File: src/rtl/ram_loader_pkg.sv
// ram_loader_pkg: shared state type and default geometry for the RAM loader.
package ram_loader_pkg;
   localparam int DEF_ADDR_W = 4;
   localparam int DEF_DATA_W = 8;
   localparam int RAM_DEPTH = 2 ** DEF_ADDR_W;
   typedef enum logic [2:0] {IDLE, LOAD, FLUSH, VERIFY, FINISH} ldr_state_t;
endpackage

File: src/rtl/ram_port_mux.sv
// ram_port_mux: hands the RAM ports to the CPU bus or to the loader, keyed on cpu_halt.
module ram_port_mux
   import ram_loader_pkg::*;
#(
   parameter int ADDR_W = DEF_ADDR_W,
   parameter int DATA_W = DEF_DATA_W
) (
   input  logic              cpu_halt,
   input  logic [ADDR_W-1:0] cpu_address,
   input  logic              cpu_w_en,
   input  logic [DATA_W-1:0] cpu_w_data,
   input  logic [ADDR_W-1:0] ldr_address,
   input  logic              ldr_prog_mode,
   input  logic [DATA_W-1:0] ldr_w_data,
   output logic [ADDR_W-1:0] ram_address,
   output logic              ram_w_en,
   output logic              ram_prog_mode,
   output logic [DATA_W-1:0] ram_w_data
);
   // CPU writes are dropped, not deferred, while the loader owns the RAM
   assign ram_address   = cpu_halt ? ldr_address : cpu_address;
   assign ram_w_en      = !cpu_halt && cpu_w_en;
   assign ram_prog_mode = cpu_halt && ldr_prog_mode;
   assign ram_w_data    = cpu_halt ? ldr_w_data : cpu_w_data;
endmodule

File: src/rtl/ram_loader.sv
// ram_loader: halts the CPU and streams a 16-byte image into the program RAM.
// Define RAM_LOADER_VERIFY_EN to add a read-back checksum verify pass.
module ram_loader
   import ram_loader_pkg::*;
#(
   parameter int ADDR_W = DEF_ADDR_W,
   parameter int DATA_W = DEF_DATA_W
) (
   input  logic              clk,
   input  logic              rst,
   input  logic              start,
   input  logic              abort,
   input  logic              in_valid,
   input  logic [DATA_W-1:0] in_data,
   output logic              in_ready,
   input  logic [ADDR_W-1:0] cpu_address,
   input  logic              cpu_w_en,
   input  logic [DATA_W-1:0] cpu_w_data,
   input  logic [DATA_W-1:0] ram_r_data,
   output logic [ADDR_W-1:0] ram_address,
   output logic              ram_w_en,
   output logic              ram_prog_mode,
   output logic [ADDR_W-1:0] ram_prog_addr,
   output logic [DATA_W-1:0] ram_w_data,
   output logic              cpu_halt,
   output logic              busy,
   output logic              done,
   output logic              error
);
   localparam logic [2:0] S_IDLE   = IDLE;
   localparam logic [2:0] S_LOAD   = LOAD;
   localparam logic [2:0] S_FLUSH  = FLUSH;
   localparam logic [2:0] S_FINISH = FINISH;
   localparam logic [ADDR_W-1:0] LAST = '1;
   logic [2:0] state, next_state, flush_next;
   logic [ADDR_W-1:0] wcnt, prog_addr_q, ldr_address;
   logic [DATA_W-1:0] csum, wdata_q;
   logic prog_mode_q, error_q, accept, launch, verify_done;
   assign busy     = state != S_IDLE;
   assign cpu_halt = busy;
   assign in_ready = state == S_LOAD && !abort;
   assign accept   = in_valid && in_ready;
   assign launch   = state == S_IDLE && start;
   assign done     = state == S_FINISH && !error_q;
   assign error    = error_q;
   assign ram_prog_addr = prog_addr_q;
`ifdef RAM_LOADER_VERIFY_EN
   localparam logic [2:0] S_VERIFY = VERIFY;
   logic [ADDR_W:0] rcnt;
   logic [DATA_W-1:0] vsum;
   assign flush_next  = S_VERIFY;
   assign verify_done = rcnt[ADDR_W];
   assign ldr_address = rcnt[ADDR_W-1:0];
   // reads land one cycle late, so the count runs one past the last address
   always_ff @(posedge clk or posedge rst)
      if (rst) begin
         rcnt    <= '0;
         vsum    <= '0;
         error_q <= 1'b0;
      end else if (launch) begin
         rcnt    <= '0;
         vsum    <= '0;
         error_q <= 1'b0;
      end else if (state == S_VERIFY && !abort) begin
         rcnt <= rcnt + 1'b1;
         vsum <= (rcnt != '0) ? vsum ^ ram_r_data : vsum;
         if (verify_done) error_q <= (vsum ^ ram_r_data) != csum;
      end
`else
   logic unused_r;
   assign unused_r    = ^ram_r_data;
   assign flush_next  = S_FINISH;
   assign verify_done = 1'b1;
   assign ldr_address = '0;
   assign error_q     = 1'b0;
`endif
   always_comb begin
      next_state = state;
      if (busy && abort) next_state = S_IDLE;
      else if (state == S_IDLE) next_state = start ? S_LOAD : S_IDLE;
      else if (state == S_LOAD) next_state = (accept && wcnt == LAST) ? S_FLUSH : S_LOAD;
      else if (state == S_FLUSH) next_state = flush_next;
      else if (state == S_FINISH) next_state = S_IDLE;
      else next_state = verify_done ? S_FINISH : state;
   end
   // the accepted byte is held one cycle so it lands on the RAM edge after acceptance
   always_ff @(posedge clk or posedge rst)
      if (rst) begin
         state       <= S_IDLE;
         wcnt        <= '0;
         csum        <= '0;
         prog_mode_q <= 1'b0;
         prog_addr_q <= '0;
         wdata_q     <= '0;
      end else begin
         state       <= next_state;
         prog_mode_q <= accept;
         if (launch) begin
            wcnt <= '0;
            csum <= '0;
         end
         if (accept) begin
            prog_addr_q <= wcnt;
            wdata_q     <= in_data;
            wcnt        <= wcnt + 1'b1;
            csum        <= csum ^ in_data;
         end
      end
   ram_port_mux #(.ADDR_W(ADDR_W), .DATA_W(DATA_W)) u_mux (
      .cpu_halt      (cpu_halt),
      .cpu_address   (cpu_address),
      .cpu_w_en      (cpu_w_en),
      .cpu_w_data    (cpu_w_data),
      .ldr_address   (ldr_address),
      .ldr_prog_mode (prog_mode_q),
      .ldr_w_data    (wdata_q),
      .ram_address   (ram_address),
      .ram_w_en      (ram_w_en),
      .ram_prog_mode (ram_prog_mode),
      .ram_w_data    (ram_w_data)
   );
endmodule
File: config.mk
export PLATFORM = sky130hd
export DESIGN_NAME = ram_loader
export DESIGN_NICKNAME = d
export VERILOG_FILES = /design/src/rtl/ram_loader_pkg.sv /design/src/rtl/ram_port_mux.sv /design/src/rtl/ram_loader.sv
export SDC_FILE = /design/constraint.sdc
export NUM_CORES = 1
export LEC_CHECK = 0
export ABC_AREA = 1
export CAP_MARGIN = 30
export CORE_MARGIN = 4
export CORE_UTILIZATION = 34
export CTS_CLUSTER_DIAMETER = 100
export DETAILED_ROUTE_END_ITERATION = 10
export HOLD_SLACK_MARGIN = 0.05
export PLACE_DENSITY = 0.71
export SLEW_MARGIN = 20
export SYNTH_ARGS = -nofsm -noshare
export SYNTH_HDL_FRONTEND = slang
export SYNTH_SLANG_ARGS = --single-unit
File: constraint.sdc
create_clock -name clk -period 1.1 [get_ports clk]
set_input_delay 0.22 -clock clk [delete_from_list [all_inputs] [get_ports clk]]
set_output_delay 0.22 -clock clk [all_outputs]
set_load 0.02 [all_outputs]
Figure 1. Metal layers overlaid.
The bar under the picture is 20 um long. Only two layers are drawn.
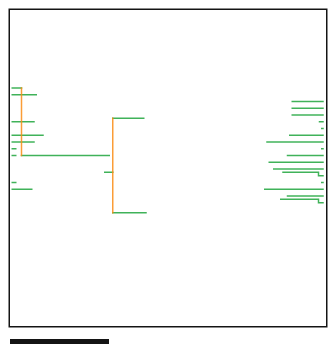
colour	layer	wire length
orange	M4	32.6 um
green	M3	162 um

Figure 2. PDN straps and rails.
The bar under the picture is 20 um long. Pins as bars on the die edge. Tap cells in grey.
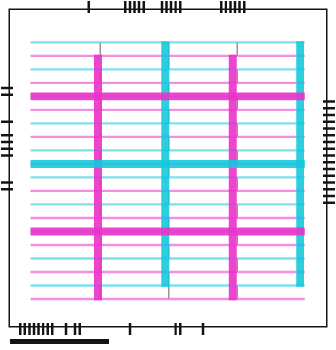
colour	net
cyan	VDD
magenta	VSS
met4 straps	4
met5 straps	3

==> qor.rpt <==
==============================================================================
Highest achievable clock rate                                       0.5987 GHz
Final-layout setup total negative slack                             -12,320 ps
Critical path, cell by cell                                       inv_2 -> nand2_4 -> nor2_4 -> inv_2 -> buf_16 -> nand2_4 -> nand2_4 -> buf_4
Min setup slack post-route                                           -570.1 ps
Number of max-cap violations                                                 0
Outcome                                                           complete, but fails checks
I/O pin cnt                                                                 57
Chip area                                                             4049 um2
Peak ir drop on the vdd network                                        1120 uV
Post-CTS setup repair buffer count                                           5
Initial antenna violation count                                              0
Reg-to-reg critical path startpoint                                   state[0]
Combined area of all synthesized cells                                1052 um2
Final routed DRC violation total                                             0
Post-synth area hogs                                              sky130_fd_sc_hd__dfrtp_1, sky130_fd_sc_hd__nand2_1, sky130_fd_sc_hd__inv_1
Dominant delay contributor by cell family on the critical path    buffers and inverters
Clock latency on the worst-skew pair                                    300 ps
Comb pwr share                                                           0.651
Count of cells along the worst register-to-register path                     9
FILL cells                                                                 228
Largest net degree at the start of global routing                           21
Total routing usage reported by global routing                          0.1627
Finish-stage setup viols                                                    37
Final max-slew violation count                                               0
Area taken by flip-flops and latches                                 500.5 um2
Register-to-register path setup slack                                  -210 ps
Floorplan Core Area                                                   2853 um2
Synthesized instance count                                                 139
Violated checks                                                   negative setup slack
Crit start category                                                       flop
Gpl congestion                                                          0.7663
First-pass DRT Iterations                                                    4
Min-delay worst type                                                  in2async
FF-to-FF End                                                      ram_prog_addr[2]
Number of distinct library cells after synthesis                            17
Post-layout nets                                                           243
Internal cell power                                                   2.428 mW
Post-route fraction of the period consumed by the critical path          1.518
Compound-Gate Fraction of Synth Area                                   0.01427
Number of hold buffers added after cts                                       0
Max Buffers Root-to-Sink                                                     2
Clock net sink count                                                        20
Cell total in the yosys stat output                                        139
Number of antenna diodes                                                     0
Reg clk slew, reported paths                                            110 ps
Per-cell routed wire length                                           13.46 um
==============================================================================
Figure 3. Clock wires, drivers and flops.
The bar under the picture is 20 um long.
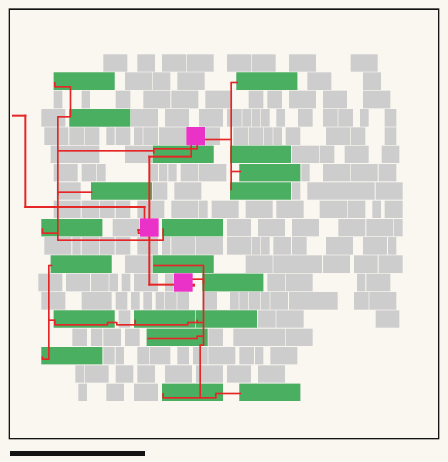
[red] clock wires | length: 270 um
[magenta] clock-net drivers | count: 3
[green] flip-flops | count: 20
routed clock nets	4

area by class of cell:
class                           count  share of cell area
Tap cell                           31             0.01895
Sequential cell                    20              0.2445
Clock buffer                        3             0.01100
Timing Repair Buffer               71              0.3551
Inverter                           16             0.02934
Multi-Input combinational cell     96              0.3411
metrics by stage:
step / utilization / cells / instance area [um2] / total power, mW / setup WS [ps]
after global placement: 0.6373 / 229 / 1818 / 3.420 / -653.8
after detailed placement: 0.6373 / 229 / 1818 / 3.498 / -723.6
after floorplan: - / 139 / 1212 / 2.508 / -113.1
after global routing: 0.7175 / 237 / 2047 / 4.493 / -647.3
final: 0.7175 / 237 / 2047 / 4.250 / -570.1
after CTS: 0.6969 / 237 / 1988 / 4.184 / -581.9
synthesized netlist by cell type (all sizes together):
cell type  count
and3           1
conb           1
o21ai          3
dfrtp         20
nor2          11
nand4          2
inv           16
ha             1
xor2           1
nand3         11
buf            7
nand2         65
state kept, by name, summed over array words and instances, names as in the netlist:
signal         flops
prog_mode_q        1
ram_prog_addr      4
state              3
wcnt               4
wdata_q            8
power groups by stage:
stage	sequential [mW]	clock, mW	combinational [mW]
global placement	1.10	0	2.32
CTS	1.11	0.361	2.71
global route	1.16	0.386	2.95
finish	1.13	0.356	2.77
floorplan	1.13	0	1.38
detailed placement	1.10	0	2.39
routing by layer:
metal,global-route usage,routed length (um),up-vias,part of all wire
met1,0.1731,1174,513,0.37
met2,0.3246,1820,28,0.57
met4,0.04043,32,0,0.010
met5,0,0,-,0
met3,0.02664,162,5,0.051
li1,-,-,551,-
tightest hold or removal path, stage by stage:
cell                              delay (ps)
sky130_fd_sc_hd__clkdlybuf4s50_1         390
sky130_fd_sc_hd__inv_1                    90
sky130_fd_sc_hd__buf_12                  170
Power and IR drop assume default switching activity.
